==> images/registers.png <==
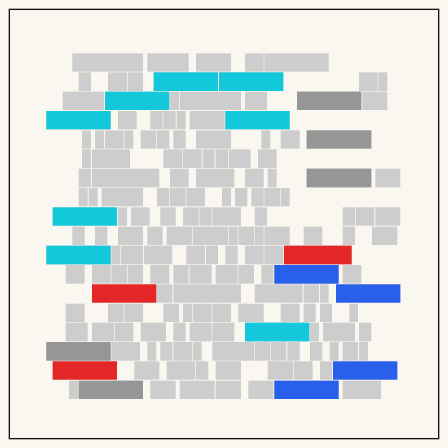
==> images/gate_families.png <==
Scale bar: 20 µm.
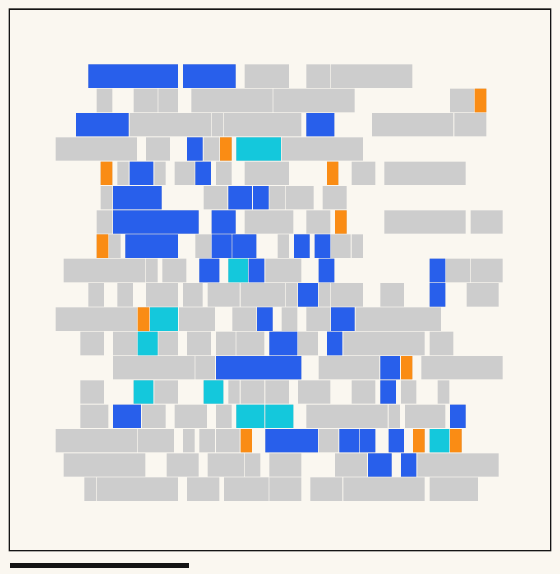
==> images/pins.png <==
Pins as bars across the die edge, other pins in grey.
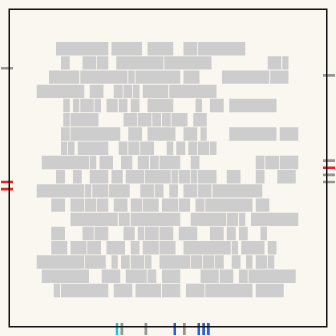
==> images/metal_stack.png <==
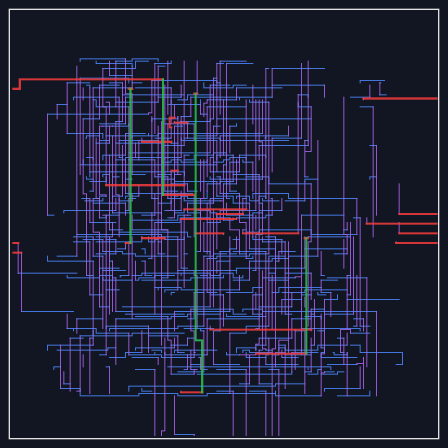
`src/rtl/lanectrl_pause_sequencer_if.sv`:
```
// Update handshake and lane delay-line signals of the pause sequencer.
// UPD_COUNT exists only when LANECTRL_PAUSE_SEQ_CNT_EN is defined.
interface lanectrl_pause_sequencer_if #(
    parameter int STEP_W = 4
);
    logic              UPD_REQ;
    logic              UPD_DIR;
    logic [STEP_W-1:0] UPD_STEPS;
    logic              UPD_ACK;
    logic              UPD_BUSY;
    logic              HS_IO_CLK_PAUSE;
    logic              DELAY_MOVE;
    logic              DELAY_DIR;
`ifdef LANECTRL_PAUSE_SEQ_CNT_EN
    logic [15:0]       UPD_COUNT;
`endif

    // Request side: UPD_REQ is a level held until the one-cycle UPD_ACK pulse,
    // UPD_DIR/UPD_STEPS are only sampled in the cycle the request is accepted,
    // and UPD_REQ must be dropped in the cycle after UPD_ACK.
    modport master (
        output UPD_REQ, UPD_DIR, UPD_STEPS,
        input  UPD_ACK, UPD_BUSY, HS_IO_CLK_PAUSE, DELAY_MOVE, DELAY_DIR
`ifdef LANECTRL_PAUSE_SEQ_CNT_EN
        , input UPD_COUNT
`endif
    );

    modport slave (
        input  UPD_REQ, UPD_DIR, UPD_STEPS,
        output UPD_ACK, UPD_BUSY, HS_IO_CLK_PAUSE, DELAY_MOVE, DELAY_DIR
`ifdef LANECTRL_PAUSE_SEQ_CNT_EN
        , output UPD_COUNT
`endif
    );
endinterface

```
`src/rtl/lanectrl_pause_sequencer.sv`:
```
// Brackets each lane delay-line move with a clock-pause window (pre-guard, move, post-guard)
// and enforces a gap between windows. Optional completed-update counter: LANECTRL_PAUSE_SEQ_CNT_EN.
module lanectrl_pause_sequencer #(
    parameter int PRE_CYCLES  = 2,
    parameter int POST_CYCLES = 3,
    parameter int GAP_CYCLES  = 4,
    parameter int STEP_W      = 4
) (
    input  logic                        CLK,
    input  logic                        RESET,
    lanectrl_pause_sequencer_if.slave   bus,
    output logic [2:0]                  dbg_state
);
    typedef enum logic [2:0] {
        S_IDLE = 3'd0,
        S_PRE  = 3'd1,
        S_MOVE = 3'd2,
        S_POST = 3'd3,
        S_GAP  = 3'd4
    } state_t;

    localparam logic [7:0] PRE_LD  = 8'(PRE_CYCLES - 1);
    localparam logic [7:0] POST_LD = 8'(POST_CYCLES - 1);
    // GAP also covers the ACK cycle, so it loads the full count rather than count-1.
    localparam logic [7:0] GAP_LD  = 8'(GAP_CYCLES);

    state_t            state_q, state_d;
    logic [7:0]        phase_q, phase_d;
    logic [STEP_W-1:0] step_q, step_d;
    logic              dir_q, dir_d;
    logic              pause_q, pause_d;
    logic              move_q, move_d;
    logic              ack_q, ack_d;
    logic              busy_q, busy_d;

    always_ff @(posedge CLK or posedge RESET) begin
        if (RESET) begin
            state_q <= S_IDLE;
            phase_q <= '0;
            step_q  <= '0;
            dir_q   <= 1'b0;
            pause_q <= 1'b0;
            move_q  <= 1'b0;
            ack_q   <= 1'b0;
            busy_q  <= 1'b0;
        end else begin
            state_q <= state_d;
            phase_q <= phase_d;
            step_q  <= step_d;
            dir_q   <= dir_d;
            pause_q <= pause_d;
            move_q  <= move_d;
            ack_q   <= ack_d;
            busy_q  <= busy_d;
        end
    end

    always_comb begin
        state_d = state_q;
        phase_d = phase_q;
        step_d  = step_q;
        dir_d   = dir_q;
        case (state_q)
            S_IDLE: begin
                if (bus.UPD_REQ) begin
                    if (bus.UPD_STEPS != '0) begin
                        state_d = S_PRE;
                        phase_d = PRE_LD;
                        step_d  = bus.UPD_STEPS;
                        dir_d   = bus.UPD_DIR;
                    end else begin
                        state_d = S_GAP;
                        phase_d = GAP_LD;
                    end
                end
            end
            S_PRE: begin
                if (phase_q == 8'd0) state_d = S_MOVE;
                else                 phase_d = phase_q - 8'd1;
            end
            S_MOVE: begin
                if (step_q == STEP_W'(1)) begin
                    state_d = S_POST;
                    phase_d = POST_LD;
                end else begin
                    step_d = step_q - STEP_W'(1);
                end
            end
            S_POST: begin
                if (phase_q == 8'd0) begin
                    state_d = S_GAP;
                    phase_d = GAP_LD;
                end else begin
                    phase_d = phase_q - 8'd1;
                end
            end
            S_GAP: begin
                if (phase_q == 8'd0) state_d = S_IDLE;
                else                 phase_d = phase_q - 8'd1;
            end
            default: state_d = S_IDLE;
        endcase
    end

    // Outputs are decoded from the next state and registered alongside it.
    always_comb begin
        pause_d = 1'b0;
        move_d  = 1'b0;
        ack_d   = 1'b0;
        busy_d  = 1'b0;
        pause_d = (state_d == S_PRE) || (state_d == S_MOVE) || (state_d == S_POST);
        move_d  = (state_d == S_MOVE);
        ack_d   = (state_d == S_GAP) && (state_q != S_GAP);
        busy_d  = (state_d != S_IDLE);
    end

    assign bus.UPD_ACK         = ack_q;
    assign bus.UPD_BUSY        = busy_q;
    assign bus.HS_IO_CLK_PAUSE = pause_q;
    assign bus.DELAY_MOVE      = move_q;
    assign bus.DELAY_DIR       = dir_q;
    assign dbg_state           = state_q;

`ifdef LANECTRL_PAUSE_SEQ_CNT_EN
    logic [15:0] upd_count_q;
    logic        paused_ack_d;

    // Only updates that actually paused the clock are counted.
    assign paused_ack_d = (state_q == S_POST) && (state_d == S_GAP);

    always_ff @(posedge CLK or posedge RESET) begin
        if (RESET)                                         upd_count_q <= '0;
        else if (paused_ack_d && (upd_count_q != 16'hFFFF)) upd_count_q <= upd_count_q + 16'd1;
    end

    assign bus.UPD_COUNT = upd_count_q;
`endif
endmodule

```
`src/flat_wrapper.sv`:
```
// flat-port wrapper written by rule: the top's interface ports become plain ports
module lanectrl_pause_sequencer_flat 
#(
    parameter int PRE_CYCLES  = 2,
    parameter int POST_CYCLES = 3,
    parameter int GAP_CYCLES  = 4,
    parameter int STEP_W      = 4
)
  (CLK, RESET, dbg_state, bus_UPD_REQ, bus_UPD_DIR, bus_UPD_STEPS, bus_UPD_ACK, bus_UPD_BUSY, bus_HS_IO_CLK_PAUSE, bus_DELAY_MOVE, bus_DELAY_DIR);
  lanectrl_pause_sequencer_if #(.STEP_W(STEP_W)) bus_i ();
  input  logic CLK;
  input  logic RESET;
  output logic [2:0] dbg_state;
  input wire logic [$bits(bus_i.UPD_REQ)-1:0] bus_UPD_REQ;
  input wire logic [$bits(bus_i.UPD_DIR)-1:0] bus_UPD_DIR;
  input wire logic [$bits(bus_i.UPD_STEPS)-1:0] bus_UPD_STEPS;
  output wire logic [$bits(bus_i.UPD_ACK)-1:0] bus_UPD_ACK;
  output wire logic [$bits(bus_i.UPD_BUSY)-1:0] bus_UPD_BUSY;
  output wire logic [$bits(bus_i.HS_IO_CLK_PAUSE)-1:0] bus_HS_IO_CLK_PAUSE;
  output wire logic [$bits(bus_i.DELAY_MOVE)-1:0] bus_DELAY_MOVE;
  output wire logic [$bits(bus_i.DELAY_DIR)-1:0] bus_DELAY_DIR;
  assign bus_i.UPD_REQ = bus_UPD_REQ;
  assign bus_i.UPD_DIR = bus_UPD_DIR;
  assign bus_i.UPD_STEPS = bus_UPD_STEPS;
  assign bus_UPD_ACK = bus_i.UPD_ACK;
  assign bus_UPD_BUSY = bus_i.UPD_BUSY;
  assign bus_HS_IO_CLK_PAUSE = bus_i.HS_IO_CLK_PAUSE;
  assign bus_DELAY_MOVE = bus_i.DELAY_MOVE;
  assign bus_DELAY_DIR = bus_i.DELAY_DIR;
  lanectrl_pause_sequencer #(.PRE_CYCLES(PRE_CYCLES), .POST_CYCLES(POST_CYCLES), .GAP_CYCLES(GAP_CYCLES), .STEP_W(STEP_W)) u_core (.CLK(CLK), .RESET(RESET), .bus(bus_i), .dbg_state(dbg_state));
endmodule
```
`config.mk`:
```
export PLATFORM = sky130hd
export DESIGN_NAME = lanectrl_pause_sequencer_flat
export DESIGN_NICKNAME = d
export VERILOG_FILES = /design/src/rtl/lanectrl_pause_sequencer_if.sv /design/src/rtl/lanectrl_pause_sequencer.sv /design/src/flat_wrapper.sv
export SDC_FILE = /design/constraint.sdc
export NUM_CORES = 1
export LEC_CHECK = 0
export CORE_MARGIN = 5
export CORE_UTILIZATION = 51
export CTS_BUF_LIST = sky130_fd_sc_hd__clkbuf_8
export DETAILED_ROUTE_END_ITERATION = 8
export GPL_TIMING_DRIVEN = 1
export PLACE_DENSITY = 0.75
export SYNTH_ARGS = -nofsm -noshare
export SYNTH_HDL_FRONTEND = slang
export SYNTH_SLANG_ARGS = --single-unit
```
`constraint.sdc`:
```
create_clock -name CLK -period 1.9 [get_ports CLK]
set_input_delay 0.285 -clock CLK [delete_from_list [all_inputs] [get_ports CLK]]
set_output_delay 0.285 -clock CLK [all_outputs]
set_load 0.05 [all_outputs]
```
==> CHANGELOG.md <==
## Implementation

* Pin count of the biggest net entering global routing at 21
* Number of DRC markers in iteration 0 at 46
* Vias in the first global route at 1176
* Sequential share of cell area at 28.8%
* CTS H-tree lvls at 1
* Mapped Avg Cell Area at 9.33 µm²
* Final Wtd Congestion at 0.851
* Wirelength per Cell at 17.8 µm
* ClkCell Share at 3.17%
* DRT Pass-1 Iters at 4
* Chip Area, Yosys at 0.00130 mm²
* Synth unique cells at 49
* Max-area cell share at 38.6%
* Antenna viol nets, final at 0
* DP Worst Slack at -0.117 ns
* Final setup fails at 0
* Area-dominant class: combinational gates
* Internal power at 1.61 mW
* Cycle use final at 99.5%
* Switching pwr at 1.37 mW
* Die H at 60.4 µm
* Highest-power group: combinational logic
* Worst path max stage delay at 0.39 ns
* Comb gate area at 807 µm²
* Clk power at 338 µW
* Area leader, netlist: dfrtp_1
* Final Net Count at 183
* Grt ovf at 0
* N_taps at 30
* Setup crit start kind: flip-flop
* Top cells, area: dfrtp_1 39%, a21oi_1 3.9%, inv_1 3.2%
* Vias at 1236
* Worst min path class: in2async
* Slew HR at 64.4%
* Comb area share at 46.4%
* Asr flop ratio synth at 100%
* Final worst setup slack at 0.00878 ns
* Worst path bufs/invs at 2
* Tool warnings at 28
* Switching part of the total power at 46.0%
* Non-filler cells, final at 201
* Hold-fix buffers, CTS at 0
* Worst-path clk slew at 0.08 ns
* I/O pin cnt at 16
* Hpwl dp at 2450 µm
* Fin. Hold Viols at 0
* Most numerous logic cell after layout: buf_4
* Seq group at 789 µW
* Cell Pwr Density at 1720 mW/mm²
* Flip-flops with a built-in enable at 0
* Synth Cell Area at 0.00130 mm²
* Most frequent cells in the layout: 22 x buf_4, 19 x dfrtp_1, 12 x clkdlybuf4s50_1
* CP cell instances: inv_1, ha_4, nor4b_4, o211a_1, or2_1, buf_4, mux2_4
* Ao+oa area frac at 23.4%
* Crit path max fanout at 4
* Flop count at 20
* First-pass GRT wire length at 5490 µm
* Post-CTS Setup Bufs at 2
* CTS tree: built
* Clock Skew at 0.00654 ns
* Chip footprint at 0.00365 mm²
* Max FFs per register at 8
* Layout area overhead at 34.0%
* Tightest Pin Transition at 0.530 ns
* Xor+xnor area frac at 0.675%
* Core Footprint at 0.00245 mm²
* Synth Area in Adders at 2.89%
* Final Max Tran Viols at 0
* Inserted Clock Buffers at 3
* Maximum clock rate at 0.529 GHz
* Leakage at 0.726 nW
* CP max stage cell: dfrtp_1
* Post-CTS Resized at 4
* Basic Gates by Area at 25.6%
* Worst Setup Path Type: reg2reg
* CP arrival at 2.05 ns
* CTS Sinks at 20
* Synth Seq Share at 38.6%
* Crit end category: flip-flop
* Flops out of synthesis at 20
* Vias per Instance at 6.15
* Fill cells at 195
* Port bufs at 15
* Die width at 60.4 µm
* Top logic family: simple AND/OR/NAND/NOR gates
* Status: complete, no violations
* Share of cells above drive strength 1 at 29.8%
* MaxCap Viol Count at 0
* Buffer share of cell area at 17.1%
* Number of non-clock inverters in the layout at 11
* Latency at later pin at 0.27 ns
* Post-synthesis net count at 150
* Multiplexer share at 2.03%
* DP Area at 0.00154 mm²
* Mi-comb count at 101
* WP data required at 2.06 ns
* Worst Setup SP: u_core.phase_q[1]
* Top reg by flops: u_core.phase_q
* Final Power at 2.99 mW
* Sequential power share at 26.4%
* Delay-heaviest family, CP: simple AND/OR/NAND/NOR gates
* Cell count after synthesis at 139
* Hold Slack at 0.340 ns
* Combinational Power Share at 62.3%
* Inserted Diodes at 0
* Tally of yosys warning messages at 0
* Most used flip-flop cell: dfrtp_1
* Tmin final at 1.89 ns
* # Cells Yosys at 139
* Row count at 18
* Reg-to-Reg Start: u_core.phase_q[1]
* Non-Clock Buffer Count at 35
* Clk pwr share at 11.3%
* CLK BUF at 4
* Max rail drop VDD at 0.00111 V
* Fp util at 52.9%
* Final WL at 3580 µm
* Comb power at 1.86 mW
* Max Buffers Root-to-Sink at 2
* Overall routing resource usage at 20.7%
* Register area at 502 µm²
* Initial antenna violation count at 0
* Clock root buffer: clkbuf_8
* Dpl cells at 192
About registers.png:
- cyan: u_core.phase_q (sequential cells 8)
- red: u_core.dbg_state (sequential cells 3)
- blue: u_core.step_q (sequential cells 4; where lower right)
- not coloured: 5

About gate_families.png:
- blue: inverting AOI/OAI gates (cells 38)
- cyan: AND and OR gates (cells 9)
- orange: inverters (cells 11)

About pins.png:
- blue: bus_UPD_STEPS (pins 4; direction input; edge bottom)
- cyan: bus_UPD_DIR (pins 1; direction input; edge bottom)
- red: dbg_state (pins 3; direction output; edge 2 left, 1 right)

About metal_stack.png:
- red: met3 (wire length 147 µm)
- green: met4 (wire length 97.5 µm)
- blue: met1 (wire length 1550 µm)
- purple: met2 (wire length 1790 µm)

==> cell usage after synthesis, types with 2 or more instances <==
cell      instances
buf_6             2
nor2b_1           2
a21oi_1          10
nand3_1           6
nand4_1           3
a221oi_1          2
or3b_1            2
nor2_1           11
nor3_1            8
or3_1             2
buf_2             2
nand2_1           4
o21ai_1           4
dfrtp_1          20
clkbuf_1          2
a211oi_1          2
o32ai_1           3
a311oi_1          2
ha_1              3
nand2b_1          3
o21ai_0           3
nor3b_1           2
o31ai_1           2
inv_1            11
o22ai_1           4
==> worst reg2reg max path, cell delays in order, from the launching register on <==
cell	delay [ns]
dfrtp_1	0.39
inv_1	0.12
ha_4	0.16
nor4b_4	0.33
o211a_1	0.23
or2_1	0.14
buf_4	0.12
mux2_4	0.29
==> per-stage QoR <==
| step | TNS [ns] | util, % |
|---|---|---|
| after floorplan | -0.0169 | - |
| after global placement | 0 | 62.9 |
| after detailed placement | -0.172 | 62.9 |
| after CTS | 0 | 66.7 |
| after global routing | -0.0555 | 70.8 |
| final | 0 | 70.8 |
==> routing by layer <==
metal  track usage, %  vias up  part of all wire, %  wire length [µm]
li1                 -      588                    -                 -
met1             25.3      598                   43              1550
met2             34.3       41                   50              1790
met3             3.19        9                  4.1               146
met4             12.4        0                  2.7                97
met5                0        -                    0                 0
==> worst paths after layout <==
| check | endpoint | slack [ns] | depth (start not counted) |
|---|---|---|---|
| worst max-delay path | u_core.phase_q[0] | 0.009 | 7 |
| worst min-delay path | u_core.dbg_state[2] | 0.34 | 3 |
| worst max register to register | u_core.phase_q[0] | 0.009 | 7 |
| worst min register to register | u_core.bus.DELAY_DIR | 0.52 | 1 |
| max in group asynchronous | u_core.dbg_state[2] | 1.34 | 3 |
| min in group CLK | u_core.bus.DELAY_DIR | 0.52 | 1 |
Power is estimated from default activity; no workload was simulated.
